==> images/clock_map.png <==
Scale bar: 20 um.
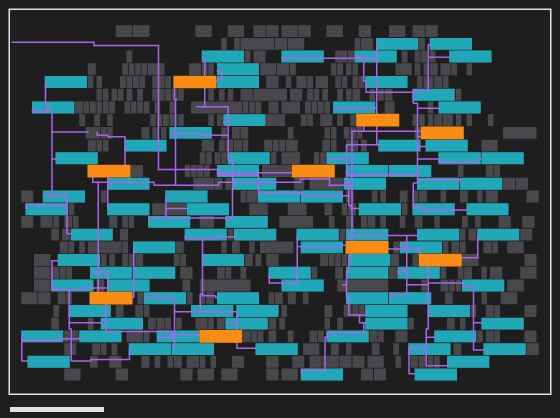
==> images/gate_families.png <==
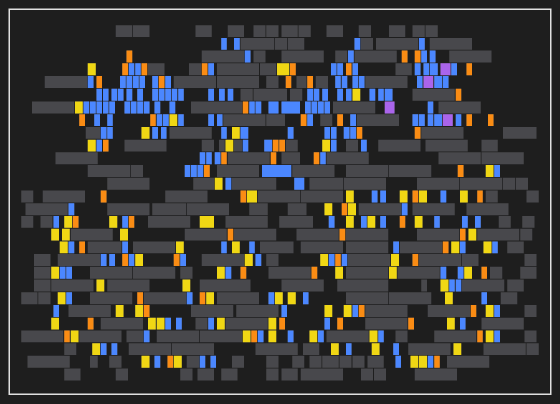
==> images/final_clocks.png <==
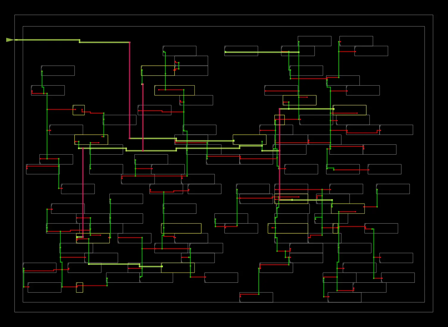
==> images/drive_strength.png <==
Scale bar: 20 um.
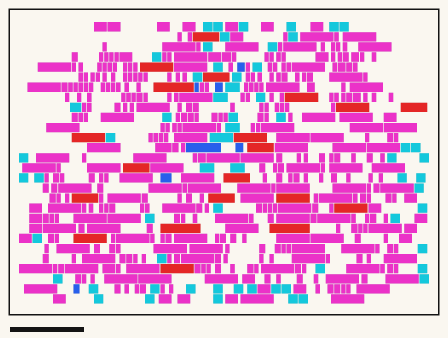
==> config.mk <==
export PLATFORM = sky130hd
export DESIGN_NAME = framebuffer_fetch_multi
export DESIGN_NICKNAME = d
export VERILOG_FILES = /design/src/rtl/framebuffer_fetch_multi.sv
export SDC_FILE = /design/constraint.sdc
export NUM_CORES = 1
export LEC_CHECK = 0
export ABC_AREA = 1
export CORE_ASPECT_RATIO = 0.7
export CORE_MARGIN = 2
export CORE_UTILIZATION = 45
export CTS_CLUSTER_SIZE = 28
export DETAILED_ROUTE_END_ITERATION = 16
export PLACE_DENSITY = 0.69
export SYNTH_ARGS = -nofsm -noshare
export SYNTH_HDL_FRONTEND = slang
export SYNTH_SLANG_ARGS = --single-unit
==> constraint.sdc <==
create_clock -name clk_in -period 1.5 [get_ports clk_in]
set_input_delay 0.225 -clock clk_in [delete_from_list [all_inputs] [get_ports clk_in]]
set_output_delay 0.225 -clock clk_in [all_outputs]
set_load 0.05 [all_outputs]
==> src/rtl/framebuffer_fetch_multi.sv <==
// framebuffer_fetch_multi: fetches one pixel per pane from RAM and publishes all panes together
module framebuffer_fetch_multi #(
  parameter int COL_BITS    = 6,
  parameter int ROW_BITS    = 4,
  parameter int PANE_BITS   = 1,
  parameter int PIXEL_WIDTH = 16,
  parameter int RAM_LATENCY = 2
) (
  input  logic                                   clk_in,
  input  logic                                   reset_n,
  input  logic [COL_BITS-1:0]                    column_address,
  input  logic [ROW_BITS-1:0]                    row_address,
  input  logic                                   mirror,
  input  logic                                   start,
  input  logic [PIXEL_WIDTH-1:0]                 ram_data_in,
  output logic [PANE_BITS+ROW_BITS+COL_BITS-1:0] ram_addr,
  output logic                                   ram_clk_enable,
  output logic                                   ram_reset,
  output logic [(2**PANE_BITS)*PIXEL_WIDTH-1:0]  pixels_out,
  output logic                                   busy,
  output logic                                   done,
  output logic                                   overrun
);
  localparam int PANES = 2 ** PANE_BITS;
  localparam int AW = PANE_BITS + ROW_BITS + COL_BITS;
  localparam int PB = PANE_BITS > 0 ? PANE_BITS : 1;
  localparam logic [1:0] WAIT_LAST = 2'(RAM_LATENCY > 1 ? RAM_LATENCY - 2 : 0);
  localparam logic [PB-1:0] PANE_LAST = PB'(PANES - 1);

  typedef enum logic [2:0] {IDLE, ADDR, WAIT, LATCH, DONE} state_t;

  state_t state_q, state_d;
  logic [1:0] cnt_q, cnt_d;
  logic [PB-1:0] pane_q, pane_d;
  logic [ROW_BITS-1:0] row_q, row_d;
  logic [COL_BITS-1:0] col_q, col_d;
  logic mir_q, mir_d;
  logic [AW-1:0] addr_q, addr_d;
  logic [PANES-1:0][PIXEL_WIDTH-1:0] slot_q, slot_d, pix_q, pix_d;
  logic done_q, done_d, ovr_q, ovr_d;
  logic accept;

  // With a single pane the pane bit is dropped by the final truncation
  function automatic logic [AW-1:0] mk_addr(input logic [PB-1:0] p, input logic [ROW_BITS-1:0] r,
                                            input logic [COL_BITS-1:0] c, input logic m);
    logic [PB+ROW_BITS+COL_BITS-1:0] full;
    full = {p, r, m ? ~c : c};
    return full[AW-1:0];
  endfunction

  assign busy           = state_q == ADDR || state_q == WAIT || state_q == LATCH;
  assign accept         = start && (state_q == IDLE || state_q == DONE);
  assign ram_clk_enable = busy;
  assign ram_reset      = ~reset_n;
  assign ram_addr       = addr_q;
  assign pixels_out     = pix_q;
  assign done           = done_q;
  assign overrun        = ovr_q;

  // Sequencer: one address/wait/latch round per pane, then a single publish cycle
  always_comb begin
    state_d = state_q;
    cnt_d   = cnt_q;
    pane_d  = pane_q;
    row_d   = row_q;
    col_d   = col_q;
    mir_d   = mir_q;
    addr_d  = addr_q;
    slot_d  = slot_q;
    pix_d   = pix_q;
    done_d  = 1'b0;
    ovr_d   = busy && start ? 1'b1 : ovr_q;
    case (state_q)
      ADDR: begin
        pane_d  = pane_q + 1'b1;
        addr_d  = mk_addr(pane_q + 1'b1, row_q, col_q, mir_q);
        cnt_d   = '0;
        state_d = RAM_LATENCY == 1 ? LATCH : WAIT;
      end
      WAIT: begin
        cnt_d   = cnt_q + 1'b1;
        state_d = cnt_q == WAIT_LAST ? LATCH : WAIT;
      end
      LATCH: begin
        slot_d[pane_q] = ram_data_in;
        state_d = pane_q == PANE_LAST ? DONE : ADDR;
      end
      DONE: begin
        pix_d   = slot_q;
        done_d  = 1'b1;
        state_d = IDLE;
      end
      default: ;
    endcase
    if (accept) begin
      row_d   = row_address;
      col_d   = column_address;
      mir_d   = mirror;
      pane_d  = '0;
      cnt_d   = '0;
      addr_d  = mk_addr('0, row_address, column_address, mirror);
      ovr_d   = 1'b0;
      state_d = RAM_LATENCY == 1 ? LATCH : WAIT;
    end
  end

  // State and datapath registers, cleared asynchronously
  always_ff @(posedge clk_in or negedge reset_n) begin
    if (!reset_n) begin
      state_q <= IDLE;
      cnt_q   <= '0;
      pane_q  <= '0;
      row_q   <= '0;
      col_q   <= '0;
      mir_q   <= 1'b0;
      addr_q  <= '0;
      slot_q  <= '0;
      pix_q   <= '0;
      done_q  <= 1'b0;
      ovr_q   <= 1'b0;
    end else begin
      state_q <= state_d;
      cnt_q   <= cnt_d;
      pane_q  <= pane_d;
      row_q   <= row_d;
      col_q   <= col_d;
      mir_q   <= mir_d;
      addr_q  <= addr_d;
      slot_q  <= slot_d;
      pix_q   <= pix_d;
      done_q  <= done_d;
      ovr_q   <= ovr_d;
    end
  end
endmodule

==> notes.md <==
impl run done, here's what came out: Dominant Register Cell=dfrtp_1, CP startpoint kind=flip-flop, Top cell area share=approximately 60%, Worst Hold Slack=0.476 ns, tally of OpenROAD warnings=26, CP top delay family=flip-flops, Die Area=9470 um2, leakage=0.00262 uW, top cells by area=dfrtp_1 (59%), nand2_1 (16%), o21ai_0 (8.3%), EDFF count, synth=0, CTS tree=built, critical path data arrival time=approximately 1.2 ns, Critical Path RT=around 1.3 ns, DPL Wire Length=5.50 mm, Peak VDD IR=between 0.001 and 0.0015 V, dpl ws=0.0618 ns, CTS Buffer Depth=2, first-pass GRT wire length=13.4 mm, antenna viol nets, final=0, vias in the first global route=2839, Post-Route WL=8.09 mm, synthesized area=3920 um2, Slew Limit Fails=0, Die X-Extent=between 100 and 150 um, Crit Path Class=flip-flop to output port, synth unique cells=24, status=finished, final reports clean, Worst Setup End Kind=output port, CP Cell Sequence=nor2_4, nor2_4, buf_12, Final Hold Viols=0, gate count after technology mapping=443, syn_area_per_cell=8.84 um2, DR vias=between 2000 and 3000, DP Area=4740 um2, antenna violations before repair=0, IO Pins=about 80, TritonCTS Buffers=9, 1st-iter DRT viols=234, ys async rst share=100%, final setup vio count=0, std cell rows=28, slowest cell delay on critical path=~0.47 ns, Post-synth top cells=nand2_1 (168), dfrtp_1 (93), o21ai_0 (65), area leader, netlist=dfrtp_1, power density over the cells=around 2600 nW/um2, H-tree levels=3, # Cells Yosys=~440, I/O Buffers=just under 80, drt wl/cell=12.4 um, most common cell in the netlist=nand2_1, worst skew pair latency=0.34 ns, Max Freq=688 MHz, DRC Markers=0, Buf+Inv Stages, Crit Path=1, largest net degree at the start of global routing=94, unrepaired setup endpoints after global routing=false, Yosys Chip Area=3920 um2, Total GRT Usage=approximately a fifth, Core Box Area=8440 um2, cycle use final=96.9%, clock root buffer=clkbuf_16, Seq/Total Area, Yosys=between 50% and 60%, max cap viols=0, fill count=714, Synth Warn #=0, min-delay worst type=primary input to flip-flop, antenna fix cells=0, Worst-Margin Slew=0.473 ns, total grt overflow=0, Syn Nets=474, RePlAce Congestion=about 0.77
-- clock_map.png (at the start) --
- cells driving clock nets: orange (count 9)
- clock wires: purple (length 1110 um)
- flip-flops: cyan (count 93)
- flops lie: widely spread

-- gate_families.png (at the start) --
- inverters: orange (cells 65; most used inv_1; where widely spread)
- AND and OR gates: purple (cells 4; most used and2_1; where top right)
- inverting AOI/OAI gates: yellow (cells 76; most used o21ai_0)
- NAND gates: blue (cells 178; most used nand2_1; where widely spread)
Cell Count, Final, Fillers Out: 650
Comb area share: 23.3%
Commonest Layout Cell: nand2_1

-- final_clocks.png (at the start) --
Clock Sink Count: 93
sequential cells: 93

-- drive_strength.png (at the start) --
- drive 6 and up: red (cells 20; share 3.8%; most used clkbuf_16)
- drive 3 to 4: cyan (cells 61; share 12%; most used buf_4)
- drive 1 or less: magenta (cells 442; share 83%; most used nand2_1)
- drive 2: blue (cells 7; share 1.3%; most used nand2_2)
finished layout cell area: 5100 um2
area delta synth->final: 30.2%
Worst Slack Setup Final: 0.0465 ns
number of non-clock buffers in the layout: 90

final timing paths:
kind	startpoint	to	slack, ns	cells after the start
worst min-delay path	ram_data_in[2]	slot_q[18]$_DFFE_PN0P_	0.48	3
worst max register to register	state_q[0]$_DFFE_PN0P_	pixels_out[0]$_DFFE_PN0P_	0.13	5
worst max-delay path	state_q[0]$_DFFE_PN0P_	ram_clk_enable	0.05	3
max in group asynchronous	reset_n	state_q[0]$_DFFE_PN0P_	0.63	3
min in group asynchronous	reset_n	slot_q[14]$_DFFE_PN0P_	0.50	3
worst min register to register	cnt_q[1]$_DFFE_PN0P_	cnt_q[1]$_DFFE_PN0P_	0.48	2
power breakdown:
part | total [uW] | switching (uW) | internal (uW)
registers | 4380 | 663 | 3720
clock network | 2570 | 942 | 1630
logic | 6100 | 4080 | 2020
total | 13100 | 5680 | 7370
placed cells by master (no fill, tap or decap):
cell type	synthesis	routed
a21oi_1	1	1
a22oi_1	1	1
and2_1	4	4
buf_12	0	8
buf_4	6	53
bufinv_16	0	3
clkbuf_1	2	1
clkbuf_16	0	9
clkdlybuf4s50_1	0	28
clkinv_2	0	1
clkinv_4	0	1
clkinvlp_4	0	1
dfrtp_1	93	92
dfrtp_2	0	1
dlygate4sd3_1	0	1
ha_1	1	1
inv_1	64	64
inv_2	1	1
nand2_1	168	168
nand2_2	2	2
nand2_4	1	1
nand3_1	6	6
nand3_4	1	1
nor2_1	2	1
nor2_2	1	1
nor2_4	3	4
nor3_1	1	1
o21ai_0	65	65
o21ai_1	7	7
o21ai_2	1	1
o22ai_1	1	1
sequential cells by signal, indices dropped and copies added (netlist names):
name        cells
mir_q           1
pixels_out     32
state_q         3
col_q           6
cnt_q           2
pane_q          1
done            1
row_q           4
ram_addr       10
slot_q         32
overrun         1
layout make-up:
class / instances / area [um2] / area share (%)
Inverter: 65 / 244 / 4.79
Tap cell: 120 / 150 / 2.94
Sequential cell: 93 / 2330 / 45.7
Multi-Input combinational cell: 266 / 1190 / 23.3
Clock buffer: 10 / 229 / 4.49
Timing Repair Buffer: 90 / 848 / 16.6
Clock inverter: 6 / 111 / 2.18
routing by layer:
metal | GRT usage [%] | vias up | routed length (um)
met1 | 24.9 | 1425 | 3850
li1 | - | 1510 | -
met5 | 0 | - | 0
met2 | 28.8 | 51 | 3700
met3 | 6.42 | 9 | 453
met4 | 5.78 | 0 | 94
what timing repair did:
item                       CTS  global route
resized                      1             0
pin swaps                    0             1
setup endpoints to repair    2             2
hold endpoints to repair    93             0
hold buffers                 1             0
setup buffers                0             1
per-stage QoR:
step / total power [uW] / instances / utilization (%)
final: 13100 / 650 / 60.4
after CTS: 13200 / 649 / 60.3
after detailed placement: 10500 / 632 / 56.1
after global placement: 10400 / 632 / 56.1
after floorplan: 8570 / 443 / -
after global routing: 13900 / 650 / 60.4
cells by family (layout without fill, tap and decap cells):
group | after synthesis | count (layout) | share of synthesized area [%]
flip-flops | 93 | 93 | 59.4
AND-OR/OR-AND | 76 | 76 | 9.91
buffers and inverters | 84 | 171 | 10.4
AND/OR/NAND/NOR | 189 | 189 | 19.9
adder cells (fa/ha/maj) | 1 | 1 | 0.320
Power and IR drop assume default switching activity.
